<file path="src/rtl/mf_serial_driver.sv">
// Bit-serial driver for a multifunction gate: one operand bit per cycle, result valid WIDTH cycles after accept.
// in_ready low while busy; result held in DONE until out_ready, then retained until the next accept.
module mf_serial_driver #(
  parameter int WIDTH = 8
) (
  input  logic             clk,
  input  logic             rst_n,
  input  logic             in_valid,
  output logic             in_ready,
  input  logic [WIDTH-1:0] in_x,
  input  logic [WIDTH-1:0] in_y,
  input  logic [1:0]       in_mode,
  output logic             gate_x,
  output logic             gate_y,
  output logic             gate_a,
  output logic             gate_b,
  input  logic             gate_f,
  output logic             out_valid,
  input  logic             out_ready,
  output logic [WIDTH-1:0] out_data,
  output logic             out_err
);

  localparam int KW = $clog2(WIDTH);
  localparam logic [KW-1:0] K_LAST = KW'(WIDTH - 1);

  typedef enum logic [1:0] {IDLE, RUN, DONE} state_t;

  state_t           state;
  logic [KW-1:0]    k;
  logic [KW-1:0]    k_next;
  logic [WIDTH-1:0] x_r;
  logic [WIDTH-1:0] y_r;
  logic [1:0]       mode_r;
  logic             exp_bit;

  // Mode 00 passes x, 11 inverts x, the two mixed modes select y.
  always_comb begin
    k_next = k + KW'(1);
    case (mode_r)
      2'b00:   exp_bit = x_r[k];
      2'b11:   exp_bit = ~x_r[k];
      default: exp_bit = y_r[k];
    endcase
  end

  assign in_ready  = (state == IDLE);
  assign out_valid = (state == DONE);

  always_ff @(posedge clk) begin
    if (!rst_n) begin
      state    <= IDLE;
      k        <= '0;
      x_r      <= '0;
      y_r      <= '0;
      mode_r   <= '0;
      gate_x   <= 1'b0;
      gate_y   <= 1'b0;
      gate_a   <= 1'b0;
      gate_b   <= 1'b0;
      out_data <= '0;
      out_err  <= 1'b0;
    end else begin
      case (state)
        IDLE: begin
          if (in_valid) begin
            state    <= RUN;
            k        <= '0;
            x_r      <= in_x;
            y_r      <= in_y;
            mode_r   <= in_mode;
            out_data <= '0;
            out_err  <= 1'b0;
            gate_x   <= in_x[0];
            gate_y   <= in_y[0];
            gate_a   <= in_mode[1];
            gate_b   <= in_mode[0];
          end
        end
        RUN: begin
          out_data[k] <= gate_f;
          if (gate_f != exp_bit)
            out_err <= 1'b1;
          // Last step parks the gate inputs at 0 while the result waits in DONE.
          if (k == K_LAST) begin
            state  <= DONE;
            gate_x <= 1'b0;
            gate_y <= 1'b0;
            gate_a <= 1'b0;
            gate_b <= 1'b0;
          end else begin
            k      <= k_next;
            gate_x <= x_r[k_next];
            gate_y <= y_r[k_next];
          end
        end
        DONE: begin
          if (out_ready)
            state <= IDLE;
        end
        default: state <= IDLE;
      endcase
    end
  end

endmodule

</file>
<file path="config.mk">
export PLATFORM = sky130hd
export DESIGN_NAME = mf_serial_driver
export DESIGN_NICKNAME = d
export VERILOG_FILES = /design/src/rtl/mf_serial_driver.sv
export SDC_FILE = /design/constraint.sdc
export NUM_CORES = 1
export LEC_CHECK = 0
export CORE_ASPECT_RATIO = 1.5
export CORE_UTILIZATION = 35
export DETAILED_ROUTE_END_ITERATION = 7
export SETUP_SLACK_MARGIN = 0.2
export SYNTH_ARGS = -nofsm -noshare
export SYNTH_HDL_FRONTEND = slang
export SYNTH_SLANG_ARGS = --single-unit
</file>
<file path="constraint.sdc">
create_clock -name clk -period 2.4 [get_ports clk]
set_clock_uncertainty 0.15 [all_clocks]
set_input_delay 0.24 -clock clk [delete_from_list [all_inputs] [get_ports clk]]
set_output_delay 0.24 -clock clk [all_outputs]
set_load 0.01 [all_outputs]
</file>
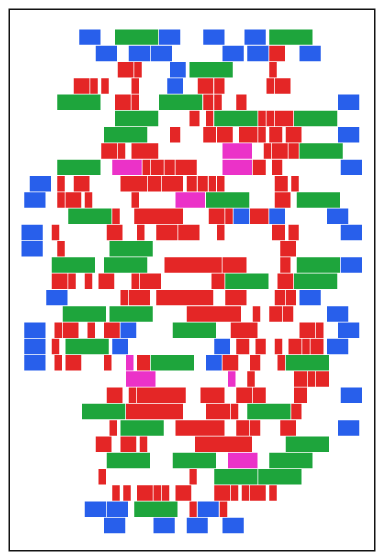
(cells coloured by class)
other buffers and delay cells -> blue  # cells 45, share of their area 19%
clock drivers and dummy loads -> magenta  # cells 8, share of their area 3.9%
all other logic -> red  # cells 153, share of their area 46%
flops -> green  # cells 36, share of their area 32%

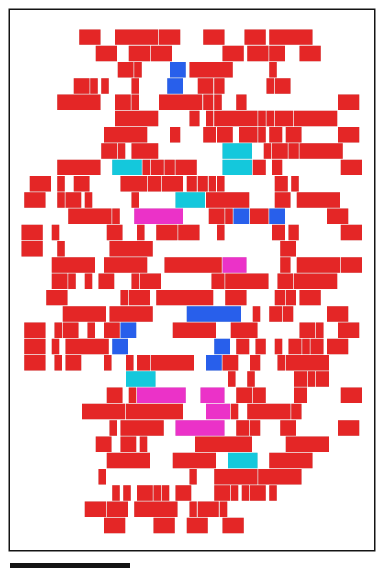
(drive-strength map)
Scale bar: 20 um.
drive 1 or less -> red  # cells 221
drive 2 -> magenta  # cells 6
drive 6 and up -> cyan  # cells 6
drive 3 to 4 -> blue  # cells 9

==> qor.csv <==
stage,metric,value,unit
setup_path,required,2.43,ns
logic_synthesis,synth_area,1820,um^2
final_layout,reg.largest.list,"out_data: 8 flops, x_r: 8 flops, y_r: 8 flops",
setup_path,path_depth,5,
final_layout,num_antenna_cells,0,
pwr,power-top-group,registers,
logic_synthesis,synth.distinct_cells,29,
pwr,p_switching,0.336,mW
pwr,sw_frac_of_total,0.256,
outcome,status,"complete, no violations",
final_timing,fin_setup_tns,0,ns
global_route,overflow,0,
setup_path,startpoint_type,register,
flow_run,tool_warnings,27,
detailed_routing,drc,0,
final_timing,finalHoldViolCount,0,
placement,dpl.cell_count,300,
logic_synthesis,ys_area,1820,um^2
setup_path,cpPeakStageDelay,0.55,ns
clock_tree,postCtsSetupBuffers,0,
flow_run,maxCapViolCount,0,
setup_path,worst-path-max-fanout,5,
logic_synthesis,synthAdderAreaFrac,0.0276,
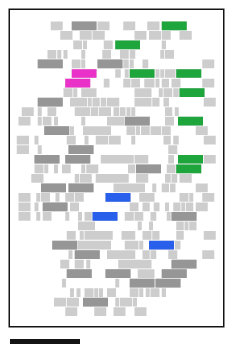
(register map, names as in the netlist)
Scale bar: 20 um. Other sequential cells in the stronger grey, the rest of the logic in the fainter grey.
out_data -> green  # sequential cells 8
mode_r -> magenta  # sequential cells 2
k -> blue  # sequential cells 3
not coloured = 23

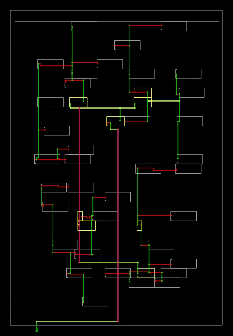
(clock nets)
Clock Latency Late Sink: 0.29 ns
FF+latch count: 36

layer usage:
layer / global-route usage / part of all wire / up-vias
li1: - / - / 788
met1: 0.184 / 0.42 / 727
met2: 0.288 / 0.52 / 38
met3: 0.0432 / 0.033 / 5
met4: 0.104 / 0.024 / 0
met5: 0 / 0 / -
cell usage in the layout, fill, tap and decap left out, drive strengths merged:
| cell | Yosys | routed |
|---|---|---|
| a21boi | 27 | 27 |
| a21oi | 6 | 6 |
| a222oi | 1 | 1 |
| a22oi | 3 | 3 |
| a31oi | 1 | 1 |
| and2 | 1 | 1 |
| and4 | 1 | 1 |
| buf | 2 | 8 |
| clkbuf | 13 | 8 |
| clkdlybuf4s50 | 0 | 37 |
| dfxtp | 36 | 36 |
| ha | 4 | 4 |
| inv | 4 | 4 |
| mux2 | 3 | 3 |
| mux2i | 6 | 6 |
| mux4 | 7 | 7 |
| nand2 | 47 | 47 |
| nand2b | 3 | 3 |
| nand3 | 9 | 9 |
| nand4 | 3 | 3 |
| nor2 | 8 | 8 |
| nor2b | 10 | 10 |
| nor3 | 1 | 1 |
| o211ai | 1 | 1 |
| o21a | 1 | 1 |
| o21ai | 3 | 3 |
| o311ai | 2 | 2 |
| o31ai | 1 | 1 |
through the flow:
step           instance area [um^2]  setup WS [ns]
3_5_place_dp                   2260          0.183
3_3_place_gp                   2260          0.258
4_1_cts                        2360          0.212
5_1_grt                        2370          0.205
6_report                       2370          0.289
2_1_floorplan                  1820          0.305
cell type report:
| class | instances | share of cell area |
|---|---|---|
| tap | 66 | 0.0349 |
| timing repair buffer | 45 | 0.182 |
| inverter | 4 | 0.00635 |
| clock buffer | 8 | 0.0381 |
| multi-input combinational | 149 | 0.434 |
| sequential | 36 | 0.305 |
Power and IR drop assume default switching activity.
